**Cell area per tile**

23 x 24 tiles, from white (low) to dark blue (high), 0 to 100% covered.
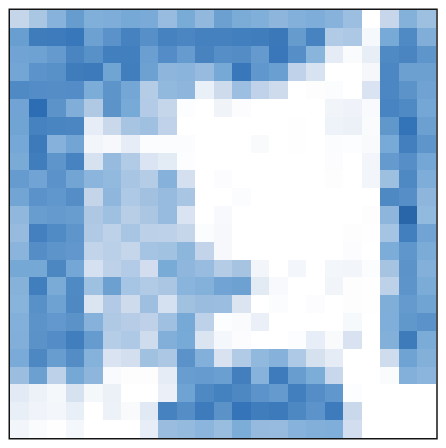
**M2 wires**

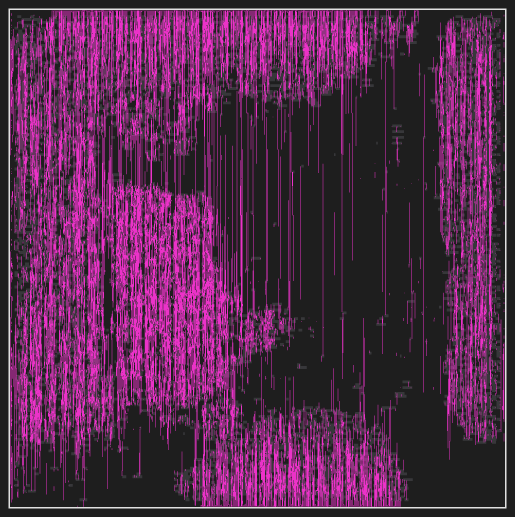
**The metal 1 layer**

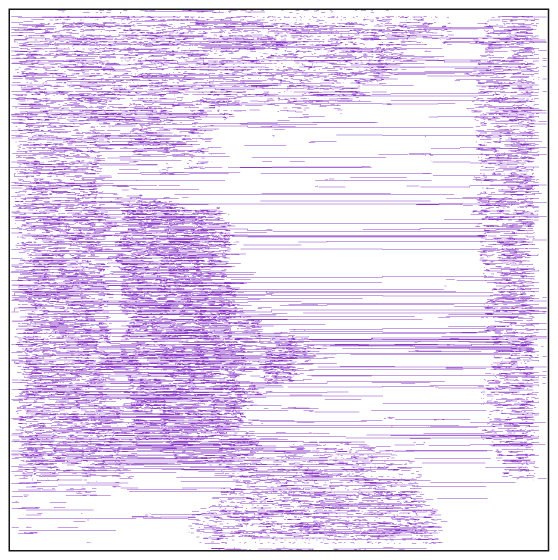
**Placement view**

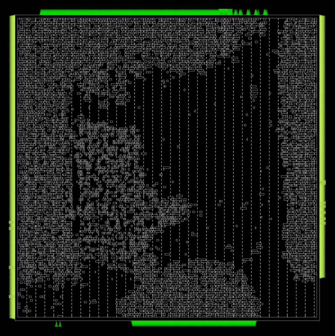
[config.mk]
export PLATFORM = sky130hd
export DESIGN_NAME = sha3_axis_padder
export DESIGN_NICKNAME = d
export VERILOG_FILES = /design/src/rtl/sha3_axis_padder.sv
export SDC_FILE = /design/constraint.sdc
export NUM_CORES = 2
export LEC_CHECK = 0
export CORE_AREA = 4 4 464 466
export DETAILED_ROUTE_END_ITERATION = 7
export DIE_AREA = 0 0 468 470
export SLEW_MARGIN = 20
export SYNTH_ARGS = -nofsm -noshare
export SYNTH_HDL_FRONTEND = slang
export SYNTH_SLANG_ARGS = --single-unit
[constraint.sdc]
create_clock -name ACLK -period 11.2 [get_ports ACLK]
set_clock_uncertainty 0.2 [all_clocks]
set_input_delay 1.68 -clock ACLK [delete_from_list [all_inputs] [get_ports ACLK]]
set_output_delay 1.68 -clock ACLK [all_outputs]
set_load 0.005 [all_outputs]
[src/rtl/sha3_axis_padder.sv]
// ---------------------------------------------------------------------------
// sha3_axis_padder
//
// Front end of the AXI SHA-3 engine. Accepts a byte-granular AXI-Stream
// message, packs it into rate-sized blocks, applies SHA-3 domain padding
// (0x06 ... 0x80) and hands each block to the Keccak absorb core over a
// valid/ready handshake. The SHA-3 variant is chosen per message from tuser
// on the first beat.
//
// Ports:
//   ACLK, ARESETn   clock, asynchronous active-low reset
//   s_axis_tdata    message beat, first byte in the top lane
//   s_axis_tkeep    byte enables, MSB belongs to the first byte
//   s_axis_tuser    mode 0..3 = SHA3-224/256/384/512 (first beat only)
//   s_axis_tlast    final beat of the message
//   s_axis_tvalid   beat valid
//   s_axis_tready   beat accepted when tvalid & tready
//   blk_data        rate block, message byte k at [8k+7:8k], zero above R
//   blk_mode        mode latched for the current message
//   blk_last        block is the final (padded) block of the message
//   blk_valid       block valid
//   blk_ready       absorb core accepts the block
//   err_keep        sticky flag for illegal tkeep patterns
// ---------------------------------------------------------------------------
module sha3_axis_padder #(
  parameter int WIDTH    = 16,
  parameter int RATE_MAX = 1152
) (
  input  logic                 ACLK,
  input  logic                 ARESETn,
  input  logic [WIDTH-1:0]     s_axis_tdata,
  input  logic [WIDTH/8-1:0]   s_axis_tkeep,
  input  logic [1:0]           s_axis_tuser,
  input  logic                 s_axis_tlast,
  input  logic                 s_axis_tvalid,
  output logic                 s_axis_tready,
  output logic [RATE_MAX-1:0]  blk_data,
  output logic [1:0]           blk_mode,
  output logic                 blk_last,
  output logic                 blk_valid,
  input  logic                 blk_ready,
  output logic                 err_keep
);

  localparam int NB = WIDTH / 8;                     // bytes per beat
  localparam int RB = RATE_MAX / 8;                  // bytes per block buffer
  localparam int CW = $clog2(RB + 1);                // byte counter width
  localparam int LW = (NB > 1) ? $clog2(NB) : 1;     // lane index width
  localparam logic [NB-1:0] KEEP_ALL = '1;

  typedef enum logic [1:0] {
    FILL  = 2'd0,
    EMIT  = 2'd1,
    EXTRA = 2'd2
  } state_t;

  // Rate in bytes for each SHA-3 variant.
  function automatic logic [CW-1:0] rate_of(input logic [1:0] m);
    logic [CW-1:0] r;
    case (m)
      2'd0:    r = CW'(144);
      2'd1:    r = CW'(136);
      2'd2:    r = CW'(104);
      default: r = CW'(72);
    endcase
    return r;
  endfunction

  // -------------------------------------------------------------------------
  // Control state
  // -------------------------------------------------------------------------
  state_t         state_reg;
  logic [CW-1:0]  byte_cnt_reg;
  logic [1:0]     mode_reg;
  logic           new_msg_reg;
  logic           pad_pending_reg;
  logic           tready_reg;
  logic           blk_valid_reg;
  logic           blk_last_reg;
  logic           err_keep_reg;

  // -------------------------------------------------------------------------
  // Beat decode
  // -------------------------------------------------------------------------
  logic [LW:0]    keep_cnt;
  logic [NB-1:0]  keep_mask;
  logic           beat_err;
  logic [CW-1:0]  beat_len;
  logic [1:0]     cur_mode;
  logic [CW-1:0]  cur_rate;
  logic [CW-1:0]  cur_last_pos;
  logic [CW-1:0]  emit_last_pos;
  logic [CW-1:0]  fill_sum;
  logic           beat_fire;
  logic           blk_fire;
  logic           blk_full;
  logic           pad_now;
  logic           buf_clear;
  logic           buf_extra;

  logic [7:0]     beat_byte [NB];
  logic [NB-1:0]  beat_keep;

  always_comb begin
    keep_cnt = '0;
    for (int j = 0; j < NB; j++) begin
      keep_cnt = keep_cnt + (LW+1)'(s_axis_tkeep[j]);
    end
  end

  // A legal tkeep is a run of ones starting at the first byte lane. Anything
  // else, or a short beat that is not the last one, flags an error; such a
  // beat is then taken whole so the byte count stays beat-aligned.
  assign keep_mask = ~(KEEP_ALL >> keep_cnt);
  assign beat_err  = (s_axis_tkeep != keep_mask) ||
                     (!s_axis_tlast && (s_axis_tkeep != KEEP_ALL));
  assign beat_len  = beat_err ? CW'(NB) : CW'(keep_cnt);

  // The mode is taken from tuser only on the first beat of a message, and
  // must be known on that same beat to size the block.
  assign cur_mode      = new_msg_reg ? s_axis_tuser : mode_reg;
  assign cur_rate      = rate_of(cur_mode);
  assign cur_last_pos  = cur_rate - CW'(1);
  assign emit_last_pos = rate_of(mode_reg) - CW'(1);

  assign beat_fire = s_axis_tvalid && tready_reg;
  assign blk_fire  = blk_valid_reg && blk_ready;
  assign fill_sum  = byte_cnt_reg + beat_len;
  assign blk_full  = (fill_sum == cur_rate);
  assign pad_now   = beat_fire && s_axis_tlast && !blk_full;

  assign buf_clear = (state_reg == EMIT) && blk_fire && !pad_pending_reg;
  assign buf_extra = (state_reg == EXTRA);

  genvar gi;

  // Lane j of the beat is message byte j of this beat (big-endian lanes).
  generate
    for (gi = 0; gi < NB; gi++) begin : g_lane
      assign beat_byte[gi] = s_axis_tdata[WIDTH-1-8*gi -: 8];
      assign beat_keep[gi] = beat_err || s_axis_tkeep[NB-1-gi];
    end
  endgenerate

  // -------------------------------------------------------------------------
  // Block buffer: one register per byte. Each byte picks its beat lane by
  // its distance from byte_cnt, then ORs in padding when the final beat
  // lands short of the rate.
  // -------------------------------------------------------------------------
  generate
    for (gi = 0; gi < RB; gi++) begin : g_byte
      localparam logic [CW-1:0] POS = CW'(gi);

      logic [7:0]    byte_reg;
      logic [7:0]    byte_next;
      logic [CW-1:0] offset;
      logic          in_win;

      always_comb begin
        offset    = POS - byte_cnt_reg;
        in_win    = (POS >= byte_cnt_reg) && (offset < CW'(NB));
        byte_next = byte_reg;
        if (in_win && beat_keep[offset[LW-1:0]]) begin
          byte_next = beat_byte[offset[LW-1:0]];
        end
        // Both pad bytes may hit the same position, giving 0x86.
        if (pad_now && (POS == fill_sum)) begin
          byte_next = byte_next | 8'h06;
        end
        if (pad_now && (POS == cur_last_pos)) begin
          byte_next = byte_next | 8'h80;
        end
      end

      always_ff @(posedge ACLK or negedge ARESETn) begin
        if (!ARESETn) begin
          byte_reg <= 8'h00;
        end else if (buf_clear) begin
          byte_reg <= 8'h00;
        end else if (buf_extra) begin
          // Pad-only block that follows a message ending exactly on a block.
          if (POS == '0) begin
            byte_reg <= 8'h06;
          end else if (POS == emit_last_pos) begin
            byte_reg <= 8'h80;
          end else begin
            byte_reg <= 8'h00;
          end
        end else if (beat_fire) begin
          byte_reg <= byte_next;
        end
      end

      assign blk_data[8*gi +: 8] = byte_reg;
    end

    if (RATE_MAX > 8 * RB) begin : g_tail
      assign blk_data[RATE_MAX-1:8*RB] = '0;
    end
  endgenerate

  // -------------------------------------------------------------------------
  // Sequencer
  // -------------------------------------------------------------------------
  always_ff @(posedge ACLK or negedge ARESETn) begin
    if (!ARESETn) begin
      state_reg       <= FILL;
      byte_cnt_reg    <= '0;
      mode_reg        <= 2'd0;
      new_msg_reg     <= 1'b1;
      pad_pending_reg <= 1'b0;
      tready_reg      <= 1'b0;
      blk_valid_reg   <= 1'b0;
      blk_last_reg    <= 1'b0;
      err_keep_reg    <= 1'b0;
    end else begin
      if (beat_fire && beat_err) begin
        err_keep_reg <= 1'b1;
      end

      case (state_reg)
        FILL: begin
          tready_reg <= 1'b1;
          if (beat_fire) begin
            byte_cnt_reg <= fill_sum;
            mode_reg     <= cur_mode;
            new_msg_reg  <= 1'b0;
            if (blk_full || s_axis_tlast) begin
              state_reg       <= EMIT;
              tready_reg      <= 1'b0;
              blk_valid_reg   <= 1'b1;
              // A message ending exactly on the rate still needs its own
              // pad block, so this one is not the last.
              blk_last_reg    <= s_axis_tlast && !blk_full;
              pad_pending_reg <= s_axis_tlast && blk_full;
            end
          end
        end

        EMIT: begin
          if (blk_fire) begin
            blk_valid_reg <= 1'b0;
            if (pad_pending_reg) begin
              state_reg <= EXTRA;
            end else begin
              state_reg    <= FILL;
              tready_reg   <= 1'b1;
              byte_cnt_reg <= '0;
              new_msg_reg  <= new_msg_reg || blk_last_reg;
              blk_last_reg <= 1'b0;
            end
          end
        end

        EXTRA: begin
          state_reg       <= EMIT;
          blk_valid_reg   <= 1'b1;
          blk_last_reg    <= 1'b1;
          pad_pending_reg <= 1'b0;
        end

        default: begin
          state_reg <= FILL;
        end
      endcase
    end
  end

  assign s_axis_tready = tready_reg;
  assign blk_mode      = mode_reg;
  assign blk_last      = blk_last_reg;
  assign blk_valid     = blk_valid_reg;
  assign err_keep      = err_keep_reg;

endmodule

==> flow_metrics.py <==
# Generated from Yosys and OpenROAD reports
metrics = {
    "run_status": {
        "status": "completed",
    },
    "logic_synthesis": {
        "synth_stat.cells": 4693,
        "top_cells_by_count": "dfrtp_1, mux2_2, nand2_1",
        "netlist_instances": 4693,
        "ys_types": 94,
        "ff_type": "dfrtp_1",
        "netlist_area_um2": 53700,
        "synth_seq_share": 0.545,
        "ys.flops": 1170,
        "yosys_area_um2": 53700,
        "edf_count": 0,
        "synthDominantCellAreaShare": 0.545,
        "syn_nets": 4743,
        "area_leaders": "dfrtp_1, mux2_2, mux2i_1",
        "syn_avg_cell_area_um2": 11.4,
        "async_reset_ff_frac": 1.00,
        "yosysWarnings": 0,
        "most_common_cell": "dfrtp_1",
        "synth_area_leader_cell": "dfrtp_1",
    },
    "worst_hold_path": {
        "hold_path_class": "reg -> reg",
        "hold-path-cell-count": 2,
    },
    "global_route": {
        "top_usage_layer": "met2",
        "grt_pass1_wl_mm": 372,
        "antenna_found_initial": 43,
        "use_met3": 0.0867,
        "grt_pass1_vias": 44100,
        "gr-total-overflow": 0,
        "grt_usage": 0.239,
        "grt_max_degree": 184,
    },
    "final_timing": {
        "min_period_over_period": 0.581,
        "hold_viol_final": 0,
        "maxSlewHeadroom": 0.229,
        "max_freq_ghz": 0.154,
        "setup_tns_ps": 0,
        "setup_violations": 0,
        "slew_viol_final": 0,
        "grt_setup_unrepaired": "false",
        "tightest_slew_ps": 1150,
        "period_minus_slack_ps": 6510,
        "hold_slack_ps": 277,
    },
    "drt": {
        "avgRoutedWirePerCell_um": 31.5,
        "dr.pass1.iters": 5,
        "wl_met3_mm": 28.3,
        "top_layer": "met5",
        "drt-met1-wl_mm": 110,
        "routed-wl-met2_mm": 122,
        "initialDrtViolationCount": 3790,
        "vias_per_cell": 5.09,
        "drc": 0,
        "ant_nets": 0,
    },
    "place": {
        "place_hpwl_mm": 207,
        "port_buffers": 1182,
        "gp_congestion": 1.01,
        "dp.cells": 8416,
    },
    "pwr": {
        "leakagePower_nw": 30.6,
        "p_total_mw": 23.1,
        "ir_drop_mv": 0.186,
        "powerDensity_nw_per_um2": 314,
    },
    "clocking": {
        "cts_hold_buf": 0,
        "clk_pin_slew_worst_paths_ps": 60,
        "cts_setup_buffers": 0,
        "cts_root_buffer": "clkbuf_16",
        "cts_buffer_depth": 3,
        "cts_tree": "yes",
        "clk-insertion-delay-late_ps": 800,
        "cts_made_buffers": 134,
        "cts.repair.resized": 0,
        "cts_max_level": 4,
        "cts.sinks": 1170,
    },
    "setup_path": {
        "start_kind": "flip-flop",
        "path_class": "reg -> reg",
        "crit_required_ps": 11670,
        "cp-end-kind": "flip-flop",
        "worst_ep_arrival_time_ps": 6990,
        "ff2ff_path_depth": 11,
        "worstPathMaxFanout": 49,
    },
    "final_layout": {
        "fin_cells": 8665,
        "largest_register_ffs": 1152,
        "area_growth_syn_to_layout_pct": 36.8,
        "lay_top_count": "clkdlybuf4s50_1",
        "nNetsFinal": 5783,
        "drive_above_1_share": 0.203,
        "lay_top_cells": "clkdlybuf4s50_1, dfrtp_1, mux2_2",
    },
    "die": {
        "chipArea_um2": 220000,
        "fp.dieH_um": 470,
        "die_w_um": 468,
        "fp-row-count": 169,
        "ios": 1183,
    },
    "flow_run": {
        "warnings": 71,
        "maxCapViolCount": 0,
    },
}
About 'cell area per tile':
emptiest ninth of the die: center
mean over tiles: 32%
densest ninth of the die: north-west
core area: 211,000 µm²
utilization after layout: 0.348
Pre-Place Util: 0.254

About 'M2 wires':
share of all routed wire: 45%
longest straight run: 245 µm
met2 Resource Use GR: 0.375
Post-Route WL: 273 mm
vias: 44,100

About 'the metal 1 layer':
longest straight run: 243 µm
wire length on this layer: 110 mm
nets with wire on the layer: 5,228
met1 usage: 0.300

About 'placement view':
Seq area share: 0.399
number of fill cells: 21,000

through the flow:
| step | worst slack [ps] | cell area [µm²] |
|---|---|---|
| after floorplan | 6090 | 53700 |
| after global placement | 4400 | 68800 |
| after detailed placement | 4360 | 68800 |
| after CTS | 5040 | 73400 |
| after global routing | 4780 | 73500 |
| final | 4690 | 73500 |
power by group:
part / switching (mW) / internal, mW / total (mW)
Combinational: 5.94 / 5.49 / 11.4
Sequential: 1.06 / 6.04 / 7.11
Clock: 1.95 / 2.60 / 4.55
worst paths after layout:
| check | to | slack, ps | startpoint |
|---|---|---|---|
| setup / recovery | g_byte[21].byte_reg[3] | 4690 | byte_cnt_reg[6] |
| hold / removal | g_byte[51].byte_reg[6] | 280 | g_byte[51].byte_reg[6] |
| setup reg to reg | g_byte[21].byte_reg[3] | 4690 | byte_cnt_reg[6] |
| hold reg to reg | g_byte[51].byte_reg[6] | 280 | g_byte[51].byte_reg[6] |
| max in group asynchronous | g_byte[136].byte_reg[7] | 7710 | ARESETn |
| min in group asynchronous | g_byte[100].byte_reg[2] | 650 | ARESETn |
critical path, stage by stage (launching register included):
cell,delay (ps)
dfrtp_2,380
buf_4,310
inv_1,600
buf_4,640
ha_1,260
buf_4,510
clkinv_1,570
nor2_1,830
nand3_1,230
nor4_2,1010
nand2b_1,390
mux2_2,370
logic make-up after synthesis:
family	Yosys count	synth area share
flops	1170	0.545
fa+ha+maj	25	0.00596
buf+inv	438	0.0336
xor+xnor	85	0.0139
compound gates	857	0.0931
mux	1037	0.211
simple gates	1081	0.0977
cell type report:
type                            instances  area, µm²
Antenna cell                            7       17.5
Clock buffer                          190       3800
Clock inverter                         50        771
Fill cell                           21000     138000
Inverter                               28        105
Multi-Input combinational cell       3085      23000
Sequential cell                      1170      29300
Tap cell                             2821       3530
Timing Repair Buffer                 1314      12900
Power is estimated from default activity; no workload was simulated.
